### Wiring by layer

(2 px per micron) Two of the layers only.
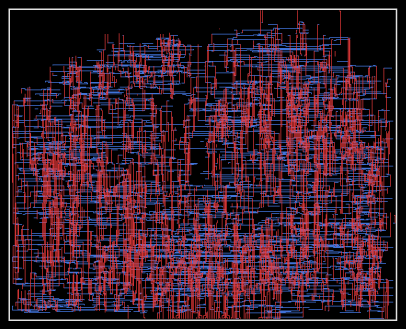
### Placement by cell class

(1.5 px per micron)
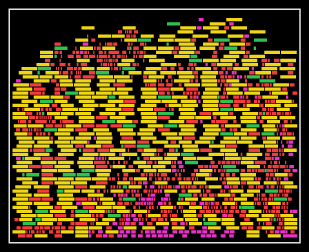
==> config.mk <==
export PLATFORM = sky130hd
export DESIGN_NAME = console_io_flat
export DESIGN_NICKNAME = d
export VERILOG_FILES = /design/src/rtl/console_io_pkg.sv /design/src/rtl/console_io_if.sv /design/src/rtl/console_io_sync_fifo.sv /design/src/rtl/console_io.sv /design/src/flat_wrapper.sv
export SDC_FILE = /design/constraint.sdc
export NUM_CORES = 1
export LEC_CHECK = 0
export CORE_ASPECT_RATIO = 0.8
export CORE_MARGIN = 1
export CORE_UTILIZATION = 60
export CTS_CLUSTER_DIAMETER = 80
export DETAILED_ROUTE_END_ITERATION = 8
export GPL_TIMING_DRIVEN = 0
export PLACE_DENSITY = 0.79
export SYNTH_ARGS = -nofsm -noshare
export SYNTH_HDL_FRONTEND = slang
export SYNTH_SLANG_ARGS = --single-unit
==> constraint.sdc <==
create_clock -name clk -period 5.8 [get_ports clk]
set_clock_uncertainty 0.15 [all_clocks]
set_input_delay 0.58 -clock clk [delete_from_list [all_inputs] [get_ports clk]]
set_output_delay 0.58 -clock clk [all_outputs]
set_load 0.02 [all_outputs]
==> src/rtl/console_io_pkg.sv <==
// console_io shared definitions: register map,
// status bit positions and the UART FSM states.
package console_io_pkg;

   localparam logic [6:0] REG_CONSOLE   = 7'd0;
   localparam logic [6:0] REG_STATUS    = 7'd1;
   localparam logic [6:0] REG_CYCLES    = 7'd2;
   localparam logic [6:0] REG_GPIO_BASE = 7'd3;

   localparam int ST_TX_FULL   = 0;
   localparam int ST_TX_EMPTY  = 1;
   localparam int ST_RX_VALID  = 2;
   localparam int ST_TX_OVF    = 3;
   localparam int ST_RX_OVF    = 4;
   localparam int ST_FRAME_ERR = 5;

   typedef enum logic [1:0] {
      UART_IDLE,
      UART_START,
      UART_DATA,
      UART_STOP
   } uart_state_e;

endpackage

==> src/rtl/console_io_if.sv <==
// Core-side register port of the console/GPIO peripheral.
// master = ulisp core, slave = console_io.
interface console_io_if;

   logic [6:0]  register_index;
   logic        register_read;
   logic        register_write;
   logic [15:0] register_write_value;
   logic [15:0] register_read_value;

   modport master (
      output register_index,
      output register_read,
      output register_write,
      output register_write_value,
      input  register_read_value
   );

   modport slave (
      input  register_index,
      input  register_read,
      input  register_write,
      input  register_write_value,
      output register_read_value
   );

endinterface

==> src/rtl/console_io_sync_fifo.sv <==
// Single-clock FIFO with show-ahead head; a push into a
// full FIFO is accepted when a pop happens on the same edge.
module sync_fifo #(
   parameter int WIDTH = 8,
   parameter int DEPTH = 16
) (
   input  logic                   clk,
   input  logic                   rst,
   input  logic                   push_i,
   input  logic [WIDTH-1:0]       data_i,
   input  logic                   pop_i,
   output logic [WIDTH-1:0]       data_o,
   output logic                   full_o,
   output logic                   empty_o,
   output logic [$clog2(DEPTH):0] level_o
);

   localparam int AW = $clog2(DEPTH);
   localparam logic [AW:0] FULL_CNT = (AW+1)'(DEPTH);

   logic [WIDTH-1:0] mem_q [DEPTH];
   logic [AW-1:0]    wptr_q;
   logic [AW-1:0]    rptr_q;
   logic [AW:0]      cnt_q;
   logic             do_push;
   logic             do_pop;

   assign full_o  = cnt_q == FULL_CNT;
   assign empty_o = cnt_q == '0;
   assign do_pop  = pop_i && !empty_o;
   assign do_push = push_i && (!full_o || do_pop);
   assign data_o  = mem_q[rptr_q];
   assign level_o = cnt_q;

   always_ff @(posedge clk or posedge rst) begin
      if (rst) begin
         wptr_q <= '0;
         rptr_q <= '0;
         cnt_q  <= '0;
      end else begin
         if (do_push) wptr_q <= wptr_q + 1'b1;
         if (do_pop)  rptr_q <= rptr_q + 1'b1;
         unique case ({do_push, do_pop})
            2'b10:   cnt_q <= cnt_q + 1'b1;
            2'b01:   cnt_q <= cnt_q - 1'b1;
            default: cnt_q <= cnt_q;
         endcase
      end
   end

   always_ff @(posedge clk) begin
      if (do_push) mem_q[wptr_q] <= data_i;
   end

endmodule

==> src/rtl/console_io.sv <==
// Memory-mapped 8N1 UART console with TX/RX FIFOs,
// sticky error flags, cycle counter and GPIO outputs.
module console_io
   import console_io_pkg::*;
#(
   parameter int TX_DEPTH     = 16,
   parameter int RX_DEPTH     = 16,
   parameter int CLKS_PER_BIT = 868,
   parameter int NUM_GPIO     = 2
) (
   input  logic                   clk,
   input  logic                   reset,
   console_io_if.slave            bus,
   output logic                   uart_tx,
   input  logic                   uart_rx,
   output logic [16*NUM_GPIO-1:0] gpio_out
);

   localparam int TAW = $clog2(TX_DEPTH);
   localparam int RAW = $clog2(RX_DEPTH);
   localparam logic [15:0] BIT_END  = 16'(CLKS_PER_BIT - 1);
   localparam logic [15:0] HALF_END = 16'(CLKS_PER_BIT / 2 - 1);

   logic [6:0]  idx;
   logic        rd;
   logic        wr;
   logic [15:0] wv;

   assign idx = bus.register_index;
   assign rd  = bus.register_read;
   assign wr  = bus.register_write;
   assign wv  = bus.register_write_value;

   logic         tx_push, tx_pop, txf_full, txf_empty;
   logic [7:0]   txf_dout;
   logic [TAW:0] txf_level;
   logic         rx_push, rx_pop, rxf_full, rxf_empty;
   logic [7:0]   rxf_dout;
   logic [RAW:0] unused_rx_level;

   uart_state_e tx_state_q, tx_state_d;
   logic [15:0] tx_cnt_q, tx_cnt_d;
   logic [2:0]  tx_bit_q, tx_bit_d;
   logic [7:0]  tx_sh_q, tx_sh_d;
   logic        tx_end;

   uart_state_e rx_state_q, rx_state_d;
   logic [15:0] rx_cnt_q, rx_cnt_d;
   logic [2:0]  rx_bit_q, rx_bit_d;
   logic [7:0]  rx_sh_q, rx_sh_d;
   logic        rx_meta_q, rx_sync_q, rx_prev_q;
   logic        rx_end, rx_fall, rx_done, frame_ev;

   logic        txovf_q, txovf_d;
   logic        rxovf_q, rxovf_d;
   logic        fe_q, fe_d;
   logic        w1c;
   logic [15:0] cyc_q;
   logic [15:0] rdata_q, rdata_d;
   logic [15:0] rd_mux;
   logic [15:0] status;
   logic [15:0] tx_lvl16;
   logic [15:0] gpio_q [NUM_GPIO];
   logic [15:0] gpio_d [NUM_GPIO];

   sync_fifo #(.WIDTH(8), .DEPTH(TX_DEPTH)) u_tx_fifo (
      .clk     (clk),
      .rst     (reset),
      .push_i  (tx_push),
      .data_i  (wv[7:0]),
      .pop_i   (tx_pop),
      .data_o  (txf_dout),
      .full_o  (txf_full),
      .empty_o (txf_empty),
      .level_o (txf_level)
   );

   sync_fifo #(.WIDTH(8), .DEPTH(RX_DEPTH)) u_rx_fifo (
      .clk     (clk),
      .rst     (reset),
      .push_i  (rx_push),
      .data_i  (rx_sh_q),
      .pop_i   (rx_pop),
      .data_o  (rxf_dout),
      .full_o  (rxf_full),
      .empty_o (rxf_empty),
      .level_o (unused_rx_level)
   );

   // ---------------- TX FSM
   assign tx_end = tx_cnt_q == BIT_END;

   always_ff @(posedge clk or posedge reset) begin
      if (reset) begin
         tx_state_q <= UART_IDLE;
         tx_cnt_q   <= '0;
         tx_bit_q   <= '0;
         tx_sh_q    <= '0;
      end else begin
         tx_state_q <= tx_state_d;
         tx_cnt_q   <= tx_cnt_d;
         tx_bit_q   <= tx_bit_d;
         tx_sh_q    <= tx_sh_d;
      end
   end

   always_comb begin
      tx_state_d = tx_state_q;
      tx_cnt_d   = tx_cnt_q + 16'd1;
      tx_bit_d   = tx_bit_q;
      tx_sh_d    = tx_sh_q;
      unique case (tx_state_q)
         UART_IDLE: begin
            tx_cnt_d = '0;
            if (!txf_empty) begin
               tx_state_d = UART_START;
               tx_sh_d    = txf_dout;
            end
         end
         UART_START: if (tx_end) begin
            tx_state_d = UART_DATA;
            tx_cnt_d   = '0;
            tx_bit_d   = '0;
         end
         UART_DATA: if (tx_end) begin
            tx_cnt_d = '0;
            tx_sh_d  = {1'b0, tx_sh_q[7:1]};
            tx_bit_d = tx_bit_q + 3'd1;
            if (tx_bit_q == 3'd7) tx_state_d = UART_STOP;
         end
         UART_STOP: if (tx_end) begin
            tx_cnt_d = '0;
            // back-to-back frames reload straight into START
            if (!txf_empty) begin
               tx_state_d = UART_START;
               tx_sh_d    = txf_dout;
            end else begin
               tx_state_d = UART_IDLE;
            end
         end
      endcase
   end

   always_comb begin
      uart_tx = 1'b1;
      tx_pop  = 1'b0;
      unique case (tx_state_q)
         UART_IDLE:  tx_pop  = !txf_empty;
         UART_START: uart_tx = 1'b0;
         UART_DATA:  uart_tx = tx_sh_q[0];
         UART_STOP:  tx_pop  = tx_end && !txf_empty;
      endcase
   end

   // ---------------- RX FSM
   assign rx_end  = rx_cnt_q == BIT_END;
   assign rx_fall = rx_prev_q && !rx_sync_q;

   always_ff @(posedge clk or posedge reset) begin
      if (reset) begin
         rx_meta_q  <= 1'b1;
         rx_sync_q  <= 1'b1;
         rx_prev_q  <= 1'b1;
         rx_state_q <= UART_IDLE;
         rx_cnt_q   <= '0;
         rx_bit_q   <= '0;
         rx_sh_q    <= '0;
      end else begin
         rx_meta_q  <= uart_rx;
         rx_sync_q  <= rx_meta_q;
         rx_prev_q  <= rx_sync_q;
         rx_state_q <= rx_state_d;
         rx_cnt_q   <= rx_cnt_d;
         rx_bit_q   <= rx_bit_d;
         rx_sh_q    <= rx_sh_d;
      end
   end

   always_comb begin
      rx_state_d = rx_state_q;
      rx_cnt_d   = rx_cnt_q + 16'd1;
      rx_bit_d   = rx_bit_q;
      rx_sh_d    = rx_sh_q;
      unique case (rx_state_q)
         UART_IDLE: begin
            // the fall cycle itself counts toward the half bit
            rx_cnt_d = 16'd1;
            if (rx_fall) rx_state_d = UART_START;
         end
         UART_START: if (rx_cnt_q == HALF_END) begin
            rx_cnt_d   = '0;
            rx_bit_d   = '0;
            rx_state_d = rx_sync_q ? UART_IDLE : UART_DATA;
         end
         UART_DATA: if (rx_end) begin
            rx_cnt_d = '0;
            rx_sh_d  = {rx_sync_q, rx_sh_q[7:1]};
            rx_bit_d = rx_bit_q + 3'd1;
            if (rx_bit_q == 3'd7) rx_state_d = UART_STOP;
         end
         UART_STOP: if (rx_end) begin
            rx_cnt_d   = '0;
            rx_state_d = UART_IDLE;
         end
      endcase
   end

   always_comb begin
      rx_done  = (rx_state_q == UART_STOP) && rx_end;
      rx_push  = rx_done && rx_sync_q;
      frame_ev = rx_done && !rx_sync_q;
   end

   // ---------------- register port
   assign tx_push  = wr && idx == REG_CONSOLE;
   assign rx_pop   = rd && idx == REG_CONSOLE;
   assign w1c      = wr && idx == REG_STATUS;
   assign tx_lvl16 = 16'(txf_level);

   always_comb begin
      txovf_d = (txovf_q && !(w1c && wv[ST_TX_OVF]))
              || (tx_push && txf_full && !tx_pop);
      rxovf_d = (rxovf_q && !(w1c && wv[ST_RX_OVF]))
              || (rx_push && rxf_full && !rx_pop);
      fe_d    = (fe_q && !(w1c && wv[ST_FRAME_ERR]))
              || frame_ev;
   end

   always_comb begin
      status               = '0;
      status[ST_TX_FULL]   = txf_full;
      status[ST_TX_EMPTY]  = txf_empty;
      status[ST_RX_VALID]  = !rxf_empty;
      status[ST_TX_OVF]    = txovf_q;
      status[ST_RX_OVF]    = rxovf_q;
      status[ST_FRAME_ERR] = fe_q;
      status[15:8] = (tx_lvl16 > 16'd255) ? 8'hFF : tx_lvl16[7:0];
   end

   always_comb begin
      rd_mux = '0;
      unique case (1'b1)
         idx == REG_CONSOLE:
            rd_mux = rxf_empty ? 16'hFFFF : {8'h00, rxf_dout};
         idx == REG_STATUS: rd_mux = status;
         idx == REG_CYCLES: rd_mux = cyc_q;
         default: begin
            for (int k = 0; k < NUM_GPIO; k++) begin
               if (idx == REG_GPIO_BASE + 7'(k)) rd_mux = gpio_q[k];
            end
         end
      endcase
      rdata_d = rd ? rd_mux : rdata_q;
   end

   always_comb begin
      for (int k = 0; k < NUM_GPIO; k++) begin
         gpio_d[k] = gpio_q[k];
         if (wr && idx == REG_GPIO_BASE + 7'(k)) gpio_d[k] = wv;
      end
   end

   always_comb begin
      gpio_out = '0;
      for (int k = 0; k < NUM_GPIO; k++) gpio_out[16*k +: 16] = gpio_q[k];
   end

   always_ff @(posedge clk or posedge reset) begin
      if (reset) begin
         txovf_q <= 1'b0;
         rxovf_q <= 1'b0;
         fe_q    <= 1'b0;
         cyc_q   <= '0;
         rdata_q <= '0;
         for (int k = 0; k < NUM_GPIO; k++) gpio_q[k] <= '0;
      end else begin
         txovf_q <= txovf_d;
         rxovf_q <= rxovf_d;
         fe_q    <= fe_d;
         cyc_q   <= cyc_q + 16'd1;
         rdata_q <= rdata_d;
         for (int k = 0; k < NUM_GPIO; k++) gpio_q[k] <= gpio_d[k];
      end
   end

   assign bus.register_read_value = rdata_q;

endmodule

==> src/flat_wrapper.sv <==
// flat-port wrapper written by rule: the top's interface ports become plain ports
module console_io_flat import console_io_pkg::*;
#(
   parameter int TX_DEPTH     = 16,
   parameter int RX_DEPTH     = 16,
   parameter int CLKS_PER_BIT = 868,
   parameter int NUM_GPIO     = 2
)
  (clk, reset, uart_tx, uart_rx, gpio_out, bus_register_index, bus_register_read, bus_register_write, bus_register_write_value, bus_register_read_value);
  console_io_if bus_i ();
  input  logic clk;
  input  logic reset;
  output logic uart_tx;
  input  logic uart_rx;
  output logic [16*NUM_GPIO-1:0] gpio_out;
  input wire logic [$bits(bus_i.register_index)-1:0] bus_register_index;
  input wire logic [$bits(bus_i.register_read)-1:0] bus_register_read;
  input wire logic [$bits(bus_i.register_write)-1:0] bus_register_write;
  input wire logic [$bits(bus_i.register_write_value)-1:0] bus_register_write_value;
  output wire logic [$bits(bus_i.register_read_value)-1:0] bus_register_read_value;
  assign bus_i.register_index = bus_register_index;
  assign bus_i.register_read = bus_register_read;
  assign bus_i.register_write = bus_register_write;
  assign bus_i.register_write_value = bus_register_write_value;
  assign bus_register_read_value = bus_i.register_read_value;
  console_io #(.TX_DEPTH(TX_DEPTH), .RX_DEPTH(RX_DEPTH), .CLKS_PER_BIT(CLKS_PER_BIT), .NUM_GPIO(NUM_GPIO)) u_core (.clk(clk), .reset(reset), .bus(bus_i), .uart_tx(uart_tx), .uart_rx(uart_rx), .gpio_out(gpio_out));
endmodule
==> results.cfg <==
; generated from flow reports
[setup_path]
path_cells = clkdlybuf4s50_1 -> nor3_1 -> and3_1 -> buf_2 -> nand2_1 -> a311oi_1 -> clkbuf_1 -> nand2_1 -> nor3_1
critPathBufInv = 3
cp-start-kind = primary input
critPathTopFamily = simple AND/OR/NAND/NOR gates
critPathArrivalTime_ns = 4.24
slowest_delay_ns = 0.88
critPathRequiredTime_ns = 5.79

[synthesis]
synth_cell_types = 67
ys_top_cells_by_count = 256 x edfxtp_1, 151 x dfrtp_1, 82 x nand2_1
yosysTopAreaCellShare = 0.440
top_logic_kind = multiplexers
synth_cells = 1166
syn_area_sq_um = 17500
postSynthSeqShare = 0.660
ys_cells = 1166
yosysMostFrequentCell = edfxtp_1
ys_sh_mux = 0.124

[route]
vias_per_cell = 6.22
drc = 2
wirelength_microns = 39000

[layout]
fill_cells = 1819
area_growth_pct = 14.4
drive_above_1_share = 0.149
final-seq-area_sq_um = 11500
utilization = 0.702
lay_top_cells = 256 x edfxtp_1, 151 x dfrtp_1, 82 x nand2_1

[clock_tree]
cts_tree = yes
h-tree-depth = 2
cts_buffers = 40

[place]
dp.cells = 1611
port_buffers = 74

[flow_run]
drv_cap = 0

[final_timing]
drv_slew = 0
hold_slack_ns = 0.212
tightest_slew_ns = 1.14
layout_setup_ws_ns = 1.55
setup_viol = 0
relSlewSlack = 0.235

[power_and_ir_drop]
leakagePower_nw = 7.90
seq_power_share = 0.449
p_comb_frac = 0.208
maxPowerGroup = registers
finalPower_mw = 7.49
clockPowerShare = 0.342
powerDensity_nw_per_um2 = 374

[die]
die_area_sq_um = 29800
ioPinCount = 77
die-height_microns = 155
std_cell_rows = 55

[run_status]
violations = design-rule violations
status = finished, violations left

[global_routing]
grt_pass1_vias = 10600
grt_max_degree = 86
antenna_found_initial = 1

[min_path]
hp-class = reg -> reg
Back to the opening pictures, 'Wiring by layer':
| color | layer | wire length |
|---|---|---|
| blue | M1 | 16,400 microns |
| red | M2 | 18,900 microns |

Back to the opening pictures, 'Placement by cell class':
| color | class | cells |
|---|---|---|
| red | remaining logic cells | 705 |
| green | clock drivers and dummy loads | 72 |
| yellow | registers | 410 |
| magenta | remaining buffers and delay cells | 126 |

final timing paths:
path                            slack (ns)                                       to  cells after the start                         start
worst max-delay path                  1.55   u_core.u_tx_fifo.mem_q[3][3]$_DFFE_PP_                      9         bus_register_index[5]
worst min-delay path                  0.21               u_core.rx_sync_q$_DFF_PP1_                      0    u_core.rx_meta_q$_DFF_PP1_
worst max register to register        1.75   u_core.u_tx_fifo.mem_q[3][3]$_DFFE_PP_                      9  u_core.tx_cnt_q[0]$_DFF_PP0_
worst min register to register        0.21               u_core.rx_sync_q$_DFF_PP1_                      0    u_core.rx_meta_q$_DFF_PP1_
max in group asynchronous             4.26  u_core.u_rx_fifo.level_o[0]$_DFFE_PP0P_                      3                         reset
min in group asynchronous             0.38             u_core.tx_cnt_q[4]$_DFF_PP0_                      2                         reset
cell type report:
class	count	area share
Buffer	51	0.0108
Clock buffer	56	0.0561
Clock inverter	16	0.00800
Inverter	34	0.00663
Multi-Input combinational cell	671	0.280
Sequential cell	410	0.577
Tap cell	370	0.0231
Timing Repair Buffer	75	0.0384
layer usage:
metal / share of wire / track usage / vias to the layer above
met3: 0.070 / 0.0563 / 81
li1: - / - / 4621
met1: 0.42 / 0.370 / 5364
met2: 0.48 / 0.434 / 401
met4: 0.026 / 0.0907 / 2
met5: 0.00033 / 0 / -
state kept, by name (all words and copies together) (netlist names), 5 cells and up, named ones only:
signal,cells
u_core.bus.register_read_value,16
u_core.cyc_q,16
u_core.gpio_out,32
u_core.rx_cnt_q,16
u_core.rx_sh_q,8
u_core.tx_cnt_q,16
u_core.tx_sh_q,8
u_core.u_rx_fifo.level_o,5
u_core.u_rx_fifo.mem_q,128
u_core.u_tx_fifo.level_o,5
u_core.u_tx_fifo.mem_q,128
